[src/rtl/pc_unit_pkg.sv]
// rtl/pc_unit_pkg.sv - shared state encodings and address constants for the PC stage
package pc_unit_pkg;

  // FSM encodings; BOOT is the reset state, HALTED freezes fetch.
  typedef enum logic [1:0] {
    ST_BOOT   = 2'd0,
    ST_RUN    = 2'd1,
    ST_HALTED = 2'd2
  } pc_state_e;

  // Default byte increment per instruction.
  localparam int unsigned INSTR_BYTES_DEF = 4;

  // Low address bits that must be zero for a word-aligned fetch address.
  localparam int unsigned ALIGN_MASK = 3;

endpackage

[src/rtl/pc_unit_next_sel.sv]
// rtl/pc_unit_next_sel.sv - combinational next-PC mux with halt/stall/branch priority
module pc_next_sel
  import pc_unit_pkg::*;
#(
  parameter int unsigned ADDR_W      = 32,
  parameter int unsigned INSTR_BYTES = INSTR_BYTES_DEF
) (
  input  pc_state_e          state,
  input  logic [ADDR_W-1:0]  pc,
  input  logic               brType,
  input  logic [ADDR_W-1:0]  br_target,
  input  logic               link,
  input  logic               stall,
  input  logic               halt,
  input  logic               resume,
  output logic [ADDR_W-1:0]  next_pc,
  output logic [ADDR_W-1:0]  seq_pc,
  output logic               redirect,
  output logic               link_write
);

  logic [ADDR_W-1:0] aligned_target;

  // Sequential address wraps naturally modulo 2^ADDR_W; branch targets lose their low bits.
  always_comb begin
    seq_pc         = pc + ADDR_W'(INSTR_BYTES);
    aligned_target = br_target & ~ADDR_W'(ALIGN_MASK);
  end

  // Select the next fetch address; hold is the default for every non-advancing case.
  always_comb begin
    next_pc    = pc;
    redirect   = 1'b0;
    link_write = 1'b0;
    case (state)
      ST_RUN: begin
        if (halt) begin
          next_pc = pc;
        end else if (stall) begin
          next_pc = pc;
        end else if (brType) begin
          next_pc    = aligned_target;
          redirect   = 1'b1;
          link_write = link;
        end else begin
          next_pc = seq_pc;
        end
      end
      ST_HALTED: begin
        if (resume) begin
          next_pc = seq_pc;
        end
      end
      default: begin
        next_pc = pc;
      end
    endcase
  end

endmodule

[src/rtl/pc_unit.sv]
// rtl/pc_unit.sv - program counter stage with flush, branch-and-link and halt/resume
module pc_unit
  import pc_unit_pkg::*;
#(
  parameter int unsigned     ADDR_W      = 32,
  parameter logic [ADDR_W-1:0] RESET_PC  = '0,
  parameter int unsigned     INSTR_BYTES = INSTR_BYTES_DEF
) (
  input  logic              clk,
  input  logic              rst_n,
  input  logic              brType,
  input  logic [ADDR_W-1:0] br_target,
  input  logic              link,
  input  logic              stall,
  input  logic              halt,
  input  logic              resume,
  output logic [ADDR_W-1:0] pc,
  output logic              pc_valid,
  output logic              flush,
  output logic              link_we,
  output logic [ADDR_W-1:0] link_addr,
  output logic              halted
);

  pc_state_e         state;
  pc_state_e         state_next;
  logic [ADDR_W-1:0] next_pc;
  logic [ADDR_W-1:0] seq_pc;
  logic              redirect;
  logic              link_write;

  pc_next_sel #(
    .ADDR_W      (ADDR_W),
    .INSTR_BYTES (INSTR_BYTES)
  ) u_next_sel (
    .state      (state),
    .pc         (pc),
    .brType     (brType),
    .br_target  (br_target),
    .link       (link),
    .stall      (stall),
    .halt       (halt),
    .resume     (resume),
    .next_pc    (next_pc),
    .seq_pc     (seq_pc),
    .redirect   (redirect),
    .link_write (link_write)
  );

  // State register.
  always_ff @(posedge clk) begin
    if (!rst_n) begin
      state <= ST_BOOT;
    end else begin
      state <= state_next;
    end
  end

  // Next-state logic: BOOT always advances, halt wins over everything in RUN.
  always_comb begin
    state_next = state;
    case (state)
      ST_BOOT:   state_next = ST_RUN;
      ST_RUN:    if (halt) state_next = ST_HALTED;
      ST_HALTED: if (resume) state_next = ST_RUN;
      default:   state_next = ST_BOOT;
    endcase
  end

  // Output registers; strobes are recomputed every cycle so they last one cycle per redirect.
  always_ff @(posedge clk) begin
    if (!rst_n) begin
      pc        <= RESET_PC;
      pc_valid  <= 1'b0;
      flush     <= 1'b0;
      link_we   <= 1'b0;
      link_addr <= '0;
      halted    <= 1'b0;
    end else begin
      pc       <= next_pc;
      pc_valid <= (state_next == ST_RUN);
      flush    <= redirect;
      link_we  <= link_write;
      halted   <= (state_next == ST_HALTED);
      if (link_write) begin
        link_addr <= seq_pc;
      end
    end
  end

endmodule

[config.mk]
export PLATFORM = sky130hd
export DESIGN_NAME = pc_unit
export DESIGN_NICKNAME = d
export VERILOG_FILES = /design/src/rtl/pc_unit_pkg.sv /design/src/rtl/pc_unit_next_sel.sv /design/src/rtl/pc_unit.sv
export SDC_FILE = /design/constraint.sdc
export NUM_CORES = 1
export LEC_CHECK = 0
export ABC_AREA = 1
export CAP_MARGIN = 25
export CORE_MARGIN = 4
export CORE_UTILIZATION = 45
export DETAILED_ROUTE_END_ITERATION = 16
export HOLD_SLACK_MARGIN = 0.15
export PLACE_DENSITY = 0.73
export SETUP_SLACK_MARGIN = 0.4
export SLEW_MARGIN = 20
export SYNTH_ARGS = -nofsm -noshare
export SYNTH_HDL_FRONTEND = slang
export SYNTH_SLANG_ARGS = --single-unit
export TNS_END_PERCENT = 30
[constraint.sdc]
create_clock -name clk -period 1.9 [get_ports clk]
set_input_delay 0.285 -clock clk [delete_from_list [all_inputs] [get_ports clk]]
set_output_delay 0.285 -clock clk [all_outputs]
set_load 0.02 [all_outputs]
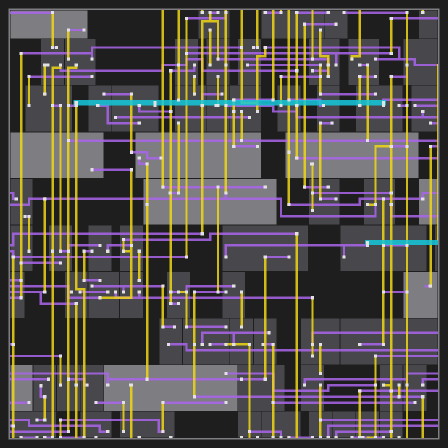
Run 1: zoomed window
Region (12, 61) to (37, 86) um. Cells in grey, sequential cells in the stronger grey; small squares are vias.
Key: metal 3 = cyan; metal 1 = purple; metal 2 = yellow
Most frequent: nand2_1 (18), inv_1 (12), o21ai_0 (6). 63 logic cells have their middle in the window. Netlist names of flops here include pc (4), link_addr (2). Sequential cells in the window: 6.

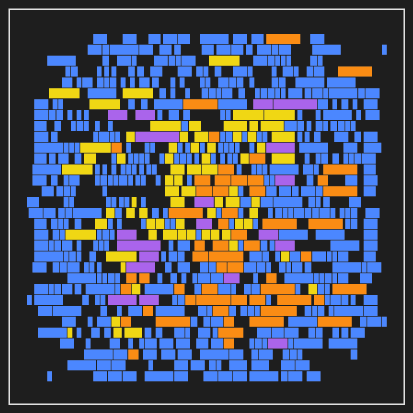
Run 1: drive-strength map
Scale: 4 px per um.
Key: _6 and larger = purple [cells 19, most used clkbuf_8]; _0 and _1 cells = blue [cells 520, most used nand2_1]; _2 cells = yellow [cells 71, most used nand2_2]; _3 and _4 cells = orange [cells 56, most used buf_4]

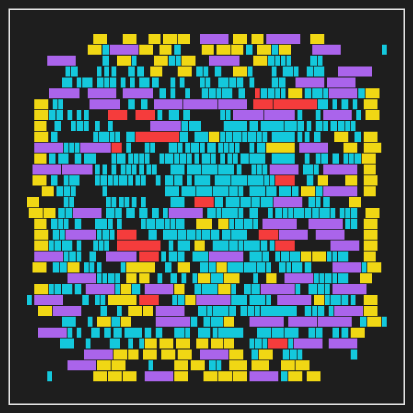
Run 1: placement by cell class
Scale: 4 px per um.
Key: other buffers and delay cells = yellow [cells 123]; clock drivers and dummy loads = red [cells 16]; combinational and other logic = cyan [cells 461]; flops = purple [cells 66]
final core utilization: 69.5%
sequential share of cell area: 25.6%
placeable core region: 7850 sq um
Design Area, Final: 5450 sq um

==> ds_physical_params.txt, run 1 <==
Characteristics after synthesis and place and route

Parameter                              Value

Routing
  Routed vias    3979
  Final antenna-violating net count    0
  Routed Wire Length    11600 um
  Drt wl/cell    15.1 um
  Detailed-route vias per instance    5.18
  Pre-Repair DR Iteration Count    5
  Starting DRT DRC Count    215

Clock tree
  CTS tree    done
  CTS buffer count    9
  Maximum buffer depth of the clock tree    2
  CTS sink count    66
  Hold_buf cts    0
  Clock edge transition at the registers on the reported setup and hold paths    80 ps

Global route
  All-Layer GR Usage    22.9%
  Largest net degree at the start of global routing    60

Final layout
  Total of fill cells in the finished design    between 600 and 700
  NumNets Final    between 700 and 800
  Area share of buffers outside the clock network    21.9%
  Number of multi-input logic gates    391
  Biggest registers after layout    link_addr: 30 flops, pc: 30 flops, state: 2 flops
  Most frequent standard cell in the layout excluding fill and tap cells    sky130_fd_sc_hd__nand2_1
  Dominant kind of cell by area    combinational gates
  Register cell area after layout    1400 sq um
  Non-Clock Buffer Count    123

Synth
  Post-synth EDFFs    0
  Cell with the most instances after synthesis    sky130_fd_sc_hd__nand2_1
  Count of different cell masters after synthesis    36
  Cell count after synthesis    between 500 and 600
  Dominant register cell in the synthesized netlist    sky130_fd_sc_hd__dfxtp_1
  Compound-Gate Fraction of Synth Area    a little under a fifth
  Adder and majority cell fraction of the synthesized area    0.341%
  Flop and latch count out of synthesis    66
  Cell area after technology mapping    3670 sq um

Floorplanning
  Die width    98.4 um
  Initial Utilization    a little under half
  I/O pin count    107
  Die area    between 9000 and 10000 sq um
  Vertical die size    98.4 um

Placed design
  Total instance count after detailed placement    743

STA
  Crit share post-route    84.1%
  Total Neg Setup Slack    0 ps
  Clock Skew    9.11 ps
  Max frequency    ~630 MHz
  Final Hold Viols    0
  Final number of max-transition violations    0

Worst setup path
  Critical Path Max Stage Delay    610 ps
  Crit-path slowest cell    sky130_fd_sc_hd__clkdlybuf4s50_1
  Category of the worst setup path capture point    output pin
  Worst setup SP type    flip-flop
  Top fanout value on the critical path    2

Power and ir drop
  Static power due to leakage    2.54 nW
  Total clock network power    roughly 1.5 mW
  Combinational-cell power consumption    0.613 mW
  P_seq    about 1.6 mW
  Main power group    registers
  Power density over the cells    around 670 nW/um^2

Run status
  Outcome    complete, no violations
-- run 1: layer usage --
| layer | share of wire [%] | GRT usage, % | wire (um) | vias to the layer above |
|---|---|---|---|---|
| li1 | - | - | - | 1979 |
| met1 | 44 | 29.6 | 5160 | 1859 |
| met2 | 49 | 37.3 | 5670 | 122 |
| met3 | 4.8 | 4.21 | 560 | 19 |
| met4 | 1.9 | 9.66 | 226 | 0 |
| met5 | 0 | 0 | 0 | - |
-- run 1: final timing paths --
kind | startpoint | endpoint | depth (start not counted)
max | link_addr[4] | link_addr[4] | 1
min | link_addr[5] | link_addr[5] | 2
max reg2reg | pc[2] | pc[12] | 8
min reg2reg | link_addr[5] | link_addr[5] | 2
==> inputs of run 2 (changes only) <==
clock period = 1.5 ns   (was 1.9 ns; I/O delays follow)
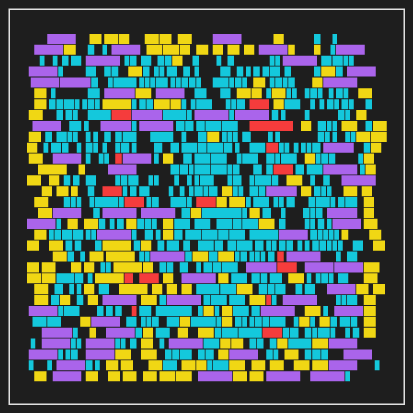
Run 2: placement by cell class
Scale: 4 px per um.
Key: flops = purple [cells 66]; clock drivers and dummy loads = red [cells 16]; other buffers and delay cells = yellow [cells 161]; combinational and other logic = cyan [cells 461]
Design Area, Final: 5900 sq um
final core utilization: 75.2%

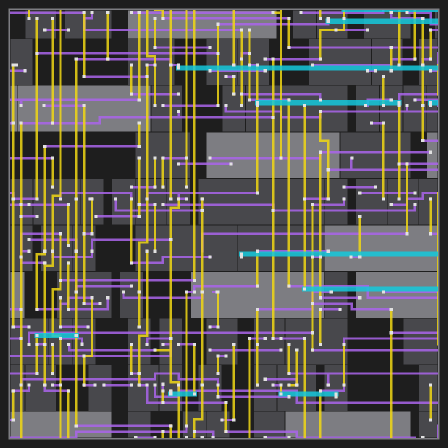
Run 2: zoomed window
Region (12, 61) to (37, 86) um. Cells in grey, sequential cells in the stronger grey; small squares are vias.
Key: metal 3 = cyan; metal 1 = purple; metal 2 = yellow
Sequential cells in the window: 8. Netlist names of flops here include pc (6), link_addr (2). 67 logic cells have their middle in the window. Most frequent: nand2_1 (18), inv_1 (9), o21ai_0 (8).

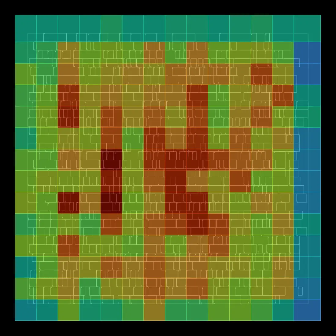
Run 2: congestion heat map
met2 global-route usage: 38.8%
most congested layer reported by global routing: met2
All-Layer GR Usage: 24.5%
fraction of met1 tracks used by global routing: 33.4%
met3 usage: 5.50%

==> run 2 against run 1 <==
  * Synthesized cell count did not move
  * The flow now finishes with violations (setup timing)
  * Highest routed layer unchanged
  * Count of clock-buffer cells in the layout is 1 lower
  * Power grew 21%
==> ds_physical_params.txt, run 2 <==
Characteristics after synthesis and place and route

Parameter                              Value

Routing
  Drt wl/cell    ~16 um
  Pre-Repair DR Iteration Count    5
  Detailed-route vias per instance    5.25
  # DRC    0
  Starting DRT DRC Count    256
  Routed Wire Length    12600 um
  Uppermost layer routed    met4
  Post-Route M1 WL    5420 um
  Routed vias    4235
  Met3 wirelength from detailed routing    1070 um
  Final antenna-violating net count    0
  Routed wire length on met2    between 5000 and 6000 um

Final layout
  Sequential share of cell area    24.0%
  Register cell area after layout    1420 sq um
  Biggest registers after layout    link_addr: 30 flops, pc: 30 flops, state: 2 flops
  Most frequent standard cell in the layout excluding fill and tap cells    sky130_fd_sc_hd__nand2_1
  Clock buf/inv share    3.16%
  Area share of buffers outside the clock network    between 20% and 30%
  Non-clk invs    70
  Area delta synth->final    60.6%
  Dominant kind of cell by area    combinational gates
  Total of fill cells in the finished design    645
  Number of multi-input logic gates    391
  Ant diodes    0
  Non-Clock Buffer Count    161
  NumNets Final    about 740

Power and ir drop
  Power density over the cells    748 nW/um^2
  P_seq    around 2.0 mW
  Largest voltage drop on the vdd net    0.506 mV
  Total clock network power    1.48 mW
  Static power due to leakage    roughly 2.9 nW
  Combinational-cell power consumption    0.980 mW
  Main power group    registers

STA
  Final number of max-transition violations    0
  Final tally of setup violations    1
  Final Hold Viols    0
  Total Neg Setup Slack    -26.4 ps
  Crit share post-route    102%
  Clock Skew    12.2 ps
  Worst-case setup margin in the final layout    -26.4 ps
  Max frequency    655 MHz
  RSZ-0062 raised after global routing    true
  Post-route minimum period    1530 ps

Worst setup path
  Number of cells traversed by the worst register-to-register path    8
  Category of the worst setup path capture point    flip-flop
  Crit-path slowest cell    sky130_fd_sc_hd__dfxtp_4
  Worst setup path startpoint    pc[3]
  Data required time of the critical path    between 1500 and 2000 ps
  Critical Path Max Stage Delay    390 ps
  Reg2Reg Capture Point    pc[12]
  Launch instance of the worst register-to-register path    pc[3]
  Setup slack, reg-to-reg    -30 ps
  Gate family responsible for the most delay along the worst path    simple AND/OR/NAND/NOR gates
  Arrival time reported for the critical path endpoint    around 1800 ps
  Worst setup SP type    flip-flop
  Top fanout value on the critical path    4

Synth
  Post-synth EDFFs    0
  Cell area after technology mapping    3670 sq um
  Cell count after synthesis    553
  Flop and latch count out of synthesis    66
  Cell with the most instances after synthesis    sky130_fd_sc_hd__nand2_1
  Synth warn    0
  Count of different cell masters after synthesis    36
  Register share after synthesis    36.0%
  Dominant register cell in the synthesized netlist    sky130_fd_sc_hd__dfxtp_1
  Fraction of synthesized cell area taken by the top area cell type    36.0%

Placed design
  Total instance count after detailed placement    around 760

Floorplanning
  Number of tapcells    102
  Placeable core region    7850 sq um
  Die area    9670 sq um
  Vertical die size    between 90 and 100 um
  Die width    about 100 um
  Initial Utilization    between 40 and 50%
  I/O pin count    107

Min path
  Worst Min Path Start    br_target[7]
  Hold depth    3
  Hold endpoint    pc[7]

Run status
  Failing checks    setup timing
  Outcome    finished, violations left

Clock tree
  Clock edge transition at the registers on the reported setup and hold paths    80 ps
  CTS buffer count    9
  CTS tree    done
  CTS sink count    66
  Buffer count from post-CTS setup fixing    9
  Number of cells upsized or downsized after cts    247
  Maximum buffer depth of the clock tree    2
  Hold_buf cts    0

Global route
  Vias in the first global route    3907
  Largest net degree at the start of global routing    60
-- run 2: cell counts after synthesis --
No cell type changed its count.
-- run 2: kinds of logic after synthesis --
| kind of cell | Yosys count | share of synthesized area (%) |
|---|---|---|
| compound gates | 118 | 18.3 |
| flops | 66 | 36.0 |
| xor+xnor | 14 | 3.54 |
| mux | 2 | 0.545 |
| simple gates | 252 | 30.0 |
| fa+ha+maj | 1 | 0.341 |
| other cells | 1 | 0.102 |
| buf+inv | 99 | 11.2 |
-- run 2: worst max-delay path by stage --
stage / slack, ps / end / cells past startpoint
after floorplan: 130 / link_addr[24] / 10
after global placement: -40 / link_addr[19] / 8
after detailed placement: -90 / link_addr[16] / 8
after CTS: 50 / pc[18] / 8
after global routing: -100 / link_addr[24] / 10
final: -30 / pc[12] / 8
==> inputs of run 3 (changes only) <==
CORE_UTILIZATION = 43   (was 45)
clock period = 1.25 ns   (was 1.5 ns; I/O delays follow)
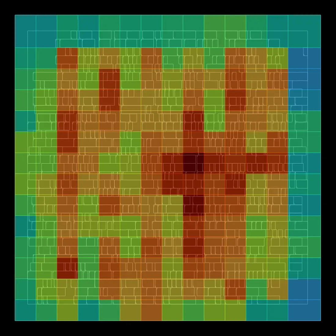
Run 3: congestion heat map
All-Layer GR Usage: 25.6%
final core utilization: 78.7%
met3 usage: 4.24%
met2 global-route usage: 43.3%
drt wl/cell: 16.4 um

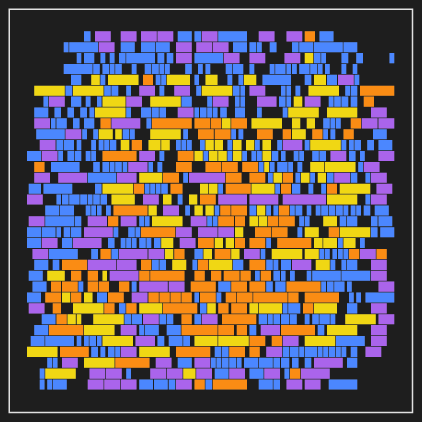
Run 3: drive-strength map
Scale: 4 px per um.
Key: _6 and larger = purple [cells 111, most used buf_6]; _2 cells = yellow [cells 105, most used dfxtp_2]; _3 and _4 cells = orange [cells 116, most used buf_4]; _0 and _1 cells = blue [cells 402, most used nand2_1]

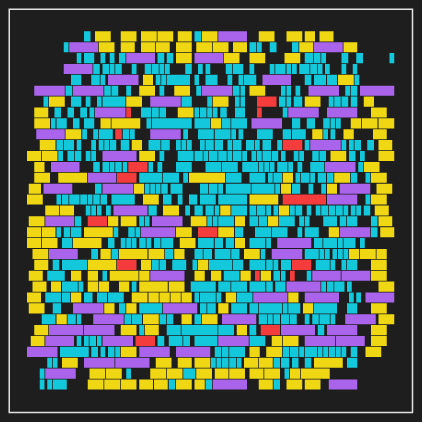
Run 3: placement by cell class
Scale: 4 px per um.
Key: other buffers and delay cells = yellow [cells 191]; combinational and other logic = cyan [cells 461]; flops = purple [cells 66]; clock drivers and dummy loads = red [cells 16]
placeable core region: 8260 sq um
sequential share of cell area: 21.8%
number of standard-cell rows in the floorplan: 33
Design Area, Final: 6500 sq um

==> run 3 against run 2 <==
  * The flow still finishes with violations (setup timing)
  * Critical path depth unchanged
  * Utilization is 3.5 points higher
  * Count of clock-buffer cells in the layout up 2
  * Routed wire length grew 8.7%
  * Synthesized cell count is the same
  * Combinational power up 44%
  * Via count rose by 1.6%
  * Worst hold slack got worse by 31 ps
  * Register-to-register slack worse by 270 ps
  * Clock skew fell by 5.4 ps
  * Highest routed layer unchanged
==> ds_physical_params.txt, run 3 <==
Characteristics after synthesis and place and route

Parameter                              Value

Clock tree
  Maximum buffer depth of the clock tree    2
  Number of cells upsized or downsized after cts    471
  Hold_buf cts    0
  Buffer count from post-CTS setup fixing    7

STA
  Final tally of setup violations    approximately 58
  Total Neg Setup Slack    -8950 ps
  Crit share post-route    124%
  Worst-case setup margin in the final layout    -294 ps

Final layout
  Most frequent standard cell in the layout excluding fill and tap cells    sky130_fd_sc_hd__nand2_1
  Dominant kind of cell by area    combinational gates
  Register cell area after layout    1420 sq um

Worst setup path
  Setup slack, reg-to-reg    -290 ps
  End point of the critical path    link_addr[20]
  Worst setup path startpoint    pc[2]
  Data required time of the critical path    1540 ps
  Worst setup SP type    flip-flop
  Reg2Reg Capture Point    link_addr[20]
  Top fanout value on the critical path    5

Power and ir drop
  Combinational-cell power consumption    1.41 mW
  Power density over the cells    856 nW/um^2
  Static power due to leakage    3.03 nW
  P_seq    2.34 mW

Routing
  Met3 wirelength from detailed routing    856 um
  Starting DRT DRC Count    232
  Routed wire length on met2    around 7000 um
  # DRC    0
  Pre-Repair DR Iteration Count    5
  Routed vias    4304
  Post-Route M1 WL    5770 um

Floorplanning
  Vertical die size    100 um
  Die width    ~100 um
  Number of tapcells    about 110

Synth
  Flop and latch count out of synthesis    66
  Dominant register cell in the synthesized netlist    sky130_fd_sc_hd__dfxtp_1
  Cell area after technology mapping    3670 sq um
  Register share after synthesis    36.0%

Run status
  Failing checks    setup timing
  Outcome    finished, violations left

Global route
  Largest net degree at the start of global routing    37
  Vias in the first global route    4201

Min path
  Worst Min Path Start    br_target[9]
  Hold depth    3
  Hold endpoint    pc[9]
-- run 3: metrics by stage --
stage	util [%]	hold WS, ps
4_1_cts	72.3	429
3_3_place_gp	65.2	455
3_5_place_dp	65.2	458
2_1_floorplan	-	356
6_report	78.7	421
5_1_grt	78.7	435
-- run 3: critical path, stage by stage (launching register included) --
cell and delay (ps):
sky130_fd_sc_hd__dfxtp_4 390, sky130_fd_sc_hd__ha_4 170, sky130_fd_sc_hd__nand3_4 100, sky130_fd_sc_hd__nor2_4 180
sky130_fd_sc_hd__nand2_4 100, sky130_fd_sc_hd__o21bai_1 220, sky130_fd_sc_hd__nand2_1 100, sky130_fd_sc_hd__a21o_1 160
sky130_fd_sc_hd__inv_1 50

==> layout pictures side by side <==
Signal wires on met1.
Scale: 4 px per um.
panel A
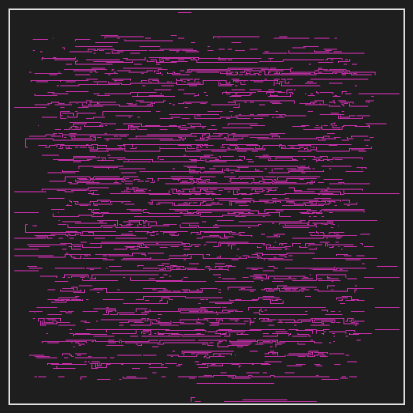
panel B
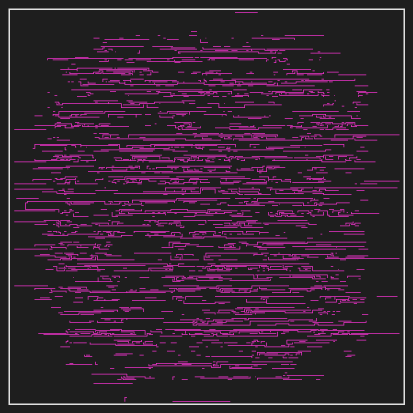
run 1: panel B
run 2: panel A

Key to panel B:
The layer holds 44% of the routed length. The wires run mostly horizontal. 638 nets have wire on it. The layer carries 5160 um of wire. The longest straight run is 32.7 um.

Power figures rest on the tool's default switching activity, not on a simulated workload.
